<file path="config.mk">
export PLATFORM = sky130hd
export DESIGN_NAME = uart_tx_flat
export DESIGN_NICKNAME = d
export VERILOG_FILES = /design/src/rtl/uart_pkg.sv /design/src/rtl/uart_tx_if.sv /design/src/rtl/uart_tx.sv /design/src/flat_wrapper.sv
export SDC_FILE = /design/constraint.sdc
export NUM_CORES = 1
export LEC_CHECK = 0
export CORE_MARGIN = 8
export CORE_UTILIZATION = 54
export DETAILED_ROUTE_END_ITERATION = 16
export MAX_ROUTING_LAYER = met4
export PLACE_DENSITY_LB_ADDON = 0.2
export SLEW_MARGIN = 20
export SYNTH_ARGS = -nofsm -noshare
export SYNTH_HDL_FRONTEND = slang
export SYNTH_SLANG_ARGS = --single-unit
</file>
<file path="constraint.sdc">
create_clock -name clk -period 3.1 [get_ports clk]
set_input_delay 0.93 -clock clk [delete_from_list [all_inputs] [get_ports clk]]
set_output_delay 0.93 -clock clk [all_outputs]
set_load 0.05 [all_outputs]
</file>
<file path="src/rtl/uart_pkg.sv">
// Shared UART definitions: FSM state encoding, oversampling default and stop-length presets.
// Used by both the transmitter and the receiver.
package uart_pkg;

  localparam logic [2:0] IDLE   = 3'd0;
  localparam logic [2:0] START  = 3'd1;
  localparam logic [2:0] DATA   = 3'd2;
  localparam logic [2:0] PARITY = 3'd3;
  localparam logic [2:0] STOP   = 3'd4;

  localparam int unsigned OVS_DEFAULT = 16;

  localparam int unsigned STOP_1   = 16;
  localparam int unsigned STOP_1P5 = 24;
  localparam int unsigned STOP_2   = 32;

  // Bits needed for a counter that runs 0 .. max_val-1 (never narrower than 1).
  function automatic int unsigned cnt_width(input int unsigned max_val);
    return (max_val > 1) ? $clog2(max_val) : 1;
  endfunction

endpackage

</file>
<file path="src/rtl/uart_tx_if.sv">
// Request/line bundle between a UART transmitter and its user.
// The master drives the tick, start request and data; the slave returns the line and status.
interface uart_tx_if #(
  parameter int unsigned DBIT = 8
);
  logic            s_tick;
  logic            tx_start;
  logic [DBIT-1:0] din;
  logic            tx;
  logic            tx_busy;
  logic            tx_done_tick;

  modport master (
    output s_tick, tx_start, din,
    input  tx, tx_busy, tx_done_tick
  );

  modport slave (
    input  s_tick, tx_start, din,
    output tx, tx_busy, tx_done_tick
  );
endinterface

</file>
<file path="src/rtl/uart_tx.sv">
// UART transmitter: start bit, DBIT data bits LSB first, optional parity bit, stop period.
// All bit timing is counted in oversampling ticks; cycles without s_tick change nothing.
//
// state  | meaning
// IDLE   | line high, waiting for tx_start
// START  | sending start bit (low) for OVS ticks
// DATA   | sending data bits, LSB first, OVS ticks each
// PARITY | sending accumulated parity bit for OVS ticks
// STOP   | line high for SB_TICK ticks, then done pulse
module uart_tx
  import uart_pkg::*;
#(
  parameter int unsigned DBIT       = 8,
  parameter int unsigned SB_TICK    = STOP_1,
  parameter int unsigned OVS        = OVS_DEFAULT,
  parameter int unsigned PARITY_EN  = 0,
  parameter int unsigned PARITY_ODD = 0
) (
  input logic      clk,
  input logic      reset,
  uart_tx_if.slave bus
);

  localparam int unsigned SW = cnt_width((OVS > SB_TICK) ? OVS : SB_TICK);
  localparam int unsigned NW = cnt_width(DBIT);

  localparam logic [SW-1:0] OVS_LAST  = SW'(OVS - 1);
  localparam logic [SW-1:0] STOP_LAST = SW'(SB_TICK - 1);
  localparam logic [NW-1:0] BIT_LAST  = NW'(DBIT - 1);

  logic [2:0]      state;
  logic [SW-1:0]   s;
  logic [NW-1:0]   n;
  logic [DBIT-1:0] b;
  logic            par;
  logic            tx_reg;
  logic            done_reg;

  always_ff @(posedge clk or posedge reset) begin
    if (reset) begin
      state    <= IDLE;
      s        <= '0;
      n        <= '0;
      b        <= '0;
      par      <= 1'b0;
      tx_reg   <= 1'b1;
      done_reg <= 1'b0;
    end else begin
      done_reg <= 1'b0;
      case (state)
        IDLE: begin
          if (bus.tx_start) begin
            b      <= bus.din;
            s      <= '0;
            par    <= 1'(PARITY_ODD);
            tx_reg <= 1'b0;
            state  <= START;
          end
        end
        START: begin
          if (bus.s_tick) begin
            if (s == OVS_LAST) begin
              s      <= '0;
              n      <= '0;
              tx_reg <= b[0];
              state  <= DATA;
            end else begin
              s <= s + SW'(1);
            end
          end
        end
        DATA: begin
          if (bus.s_tick) begin
            if (s == OVS_LAST) begin
              s   <= '0;
              b   <= b >> 1;
              par <= par ^ b[0];
              if (n == BIT_LAST) begin
                // Parity must include the bit just finished, so fold it in here.
                if (PARITY_EN != 0) begin
                  tx_reg <= par ^ b[0];
                  state  <= PARITY;
                end else begin
                  tx_reg <= 1'b1;
                  state  <= STOP;
                end
              end else begin
                n      <= n + NW'(1);
                tx_reg <= b[1];
              end
            end else begin
              s <= s + SW'(1);
            end
          end
        end
        PARITY: begin
          if (bus.s_tick) begin
            if (s == OVS_LAST) begin
              s      <= '0;
              tx_reg <= 1'b1;
              state  <= STOP;
            end else begin
              s <= s + SW'(1);
            end
          end
        end
        STOP: begin
          if (bus.s_tick) begin
            if (s == STOP_LAST) begin
              s        <= '0;
              done_reg <= 1'b1;
              state    <= IDLE;
            end else begin
              s <= s + SW'(1);
            end
          end
        end
        default: begin
          tx_reg <= 1'b1;
          state  <= IDLE;
        end
      endcase
    end
  end

  assign bus.tx           = tx_reg;
  assign bus.tx_busy      = (state != IDLE);
  assign bus.tx_done_tick = done_reg;

endmodule

</file>
<file path="src/flat_wrapper.sv">
// flat-port wrapper written by rule: the top's interface ports become plain ports
module uart_tx_flat import uart_pkg::*;
#(
  parameter int unsigned DBIT       = 8,
  parameter int unsigned SB_TICK    = STOP_1,
  parameter int unsigned OVS        = OVS_DEFAULT,
  parameter int unsigned PARITY_EN  = 0,
  parameter int unsigned PARITY_ODD = 0
)
  (clk, reset, bus_s_tick, bus_tx_start, bus_din, bus_tx, bus_tx_busy, bus_tx_done_tick);
  uart_tx_if #(.DBIT(DBIT)) bus_i ();
  input logic clk;
  input logic reset;
  input wire logic [$bits(bus_i.s_tick)-1:0] bus_s_tick;
  input wire logic [$bits(bus_i.tx_start)-1:0] bus_tx_start;
  input wire logic [$bits(bus_i.din)-1:0] bus_din;
  output wire logic [$bits(bus_i.tx)-1:0] bus_tx;
  output wire logic [$bits(bus_i.tx_busy)-1:0] bus_tx_busy;
  output wire logic [$bits(bus_i.tx_done_tick)-1:0] bus_tx_done_tick;
  assign bus_i.s_tick = bus_s_tick;
  assign bus_i.tx_start = bus_tx_start;
  assign bus_i.din = bus_din;
  assign bus_tx = bus_i.tx;
  assign bus_tx_busy = bus_i.tx_busy;
  assign bus_tx_done_tick = bus_i.tx_done_tick;
  uart_tx #(.DBIT(DBIT), .SB_TICK(SB_TICK), .OVS(OVS), .PARITY_EN(PARITY_EN), .PARITY_ODD(PARITY_ODD)) u_core (.clk(clk), .reset(reset), .bus(bus_i));
endmodule
</file>
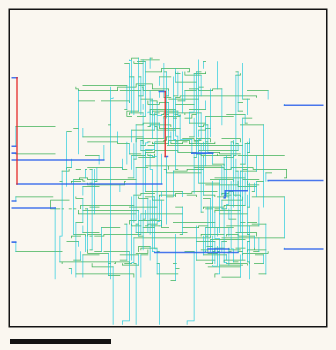
**Above:** signal wires by layer.
The bar under the picture is 20 um long.
| layer | colour | wire length |
|---|---|---|
| metal 2 | cyan | 1230 um |
| metal 1 | green | 1010 um |
| metal 3 | blue | 117 um |
| metal 4 | red | 34.0 um |

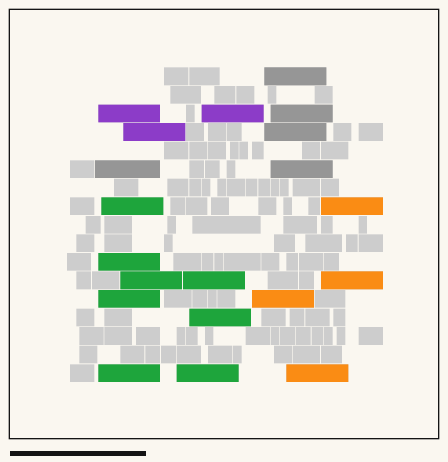
**Above:** where the registers sit.
The bar under the picture is 20 um long. Other sequential cells in the stronger grey, the rest of the logic in the fainter grey.
| name in the netlist | colour | flops |
|---|---|---|
| u_core.b | green | 8 |
| u_core.n | purple | 3 |
| u_core.s | orange | 4 |
not coloured: 5

==> impl_metrics.env <==
# yosys + openroad results
export IMPL_status="complete, no violations"
export IMPL_p_per_area_nw_per_um2=727
export IMPL_clock_sinks=20
export IMPL_drive_gt1_share_pct=12.6
export IMPL_comb_share_pct=44.1
export IMPL_core_um2=2150
export IMPL_tapCellCount=28
export IMPL_finalNonFillerCells=155
export IMPL_flops=20
export IMPL_power_internal_uw=611
export IMPL_cap_violations=0
export IMPL_p_clk_share_pct=12.7
export IMPL_clk_share_pct=1.92
export IMPL_crit_family="buffers and inverters"
export IMPL_setup_tns_final_ps=0
export IMPL_ys_seq_share_pct=42.5
export IMPL_swShare_pct=38.5
export IMPL_wl_um=2390
export IMPL_comb_power_share_pct=43.5
export IMPL_layout_top_cell="dfrtp_1"
export IMPL_setup_viol_count_final=0
export IMPL_vias=916
export IMPL_drtIter0Drc=41
export IMPL_r2r_end="u_core.b[1]"
export IMPL_area_growth_pct=15.7
export IMPL_maxPowerGroup="registers"
export IMPL_placed_cell_area_um2=1340
export IMPL_grt_pass1_wl_um=4150
export IMPL_max_freq_ghz=0.361
export IMPL_crit_path_top_delay_cell="clkdlybuf4s50_1"
export IMPL_layout_top_cells="dfrtp_1, clkdlybuf4s50_1, inv_1, nor2_1, o221a_1"
export IMPL_warning_count=26
export IMPL_dp_cells=151
export IMPL_grt_antenna_before_repair=0
export IMPL_chipArea_um2=3940
export IMPL_ant_nets=0
export IMPL_cts_reportedPaths_clkPinSlew_ps=100
export IMPL_antenna_cells=0
export IMPL_cp_depth=2
export IMPL_finalHoldWorstSlack_ps=532
export IMPL_crit_end="bus_tx_busy"
export IMPL_ys_warn_count=0
export IMPL_insertion_delay_ps=300
export IMPL_wl_met1_um=1010
export IMPL_crit_chain="or3_4 > clkdlybuf4s50_1"
export IMPL_r2r_start="u_core.s[0]"
export IMPL_fill_cells=183
export IMPL_drtPass1Iterations=4
export IMPL_largest_area_cell="dfrtp_1"
export IMPL_num_nets_final=143
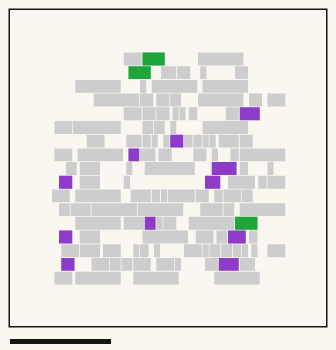
**Above:** gate-type map.
The bar under the picture is 20 um long.
| family | colour | cells | most used |
|---|---|---|---|
| adder and majority cells | green | 3 | ha_1 |
| AND and OR gates | purple | 11 | or2b_1 |

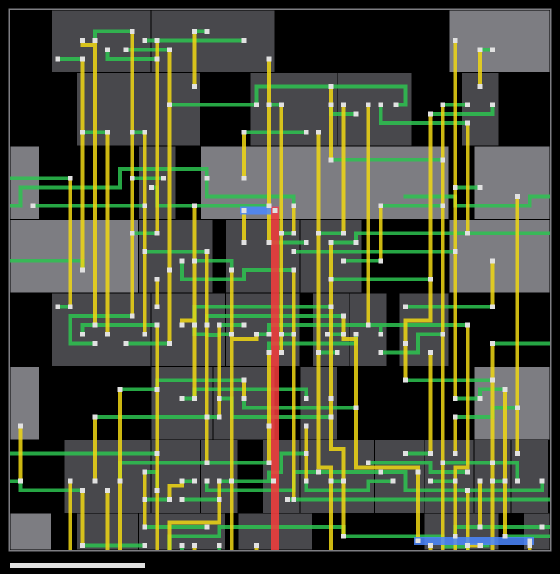
**Above:** layout detail.
The bar under the picture is 5 um long. Window x 21 to 41, y 34 to 54 um. Cells in grey, sequential cells in the stronger grey; small squares are vias.
| layer | colour |
|---|---|
| metal 4 | red |
| metal 3 | blue |
| metal 2 | yellow |
| metal 1 | green |
netlist names of flops here include: u_core.n (2)
sequential cells in the window: 2
most frequent: nor2_1 (5), inv_1 (3)
cells with their middle in the window: 35

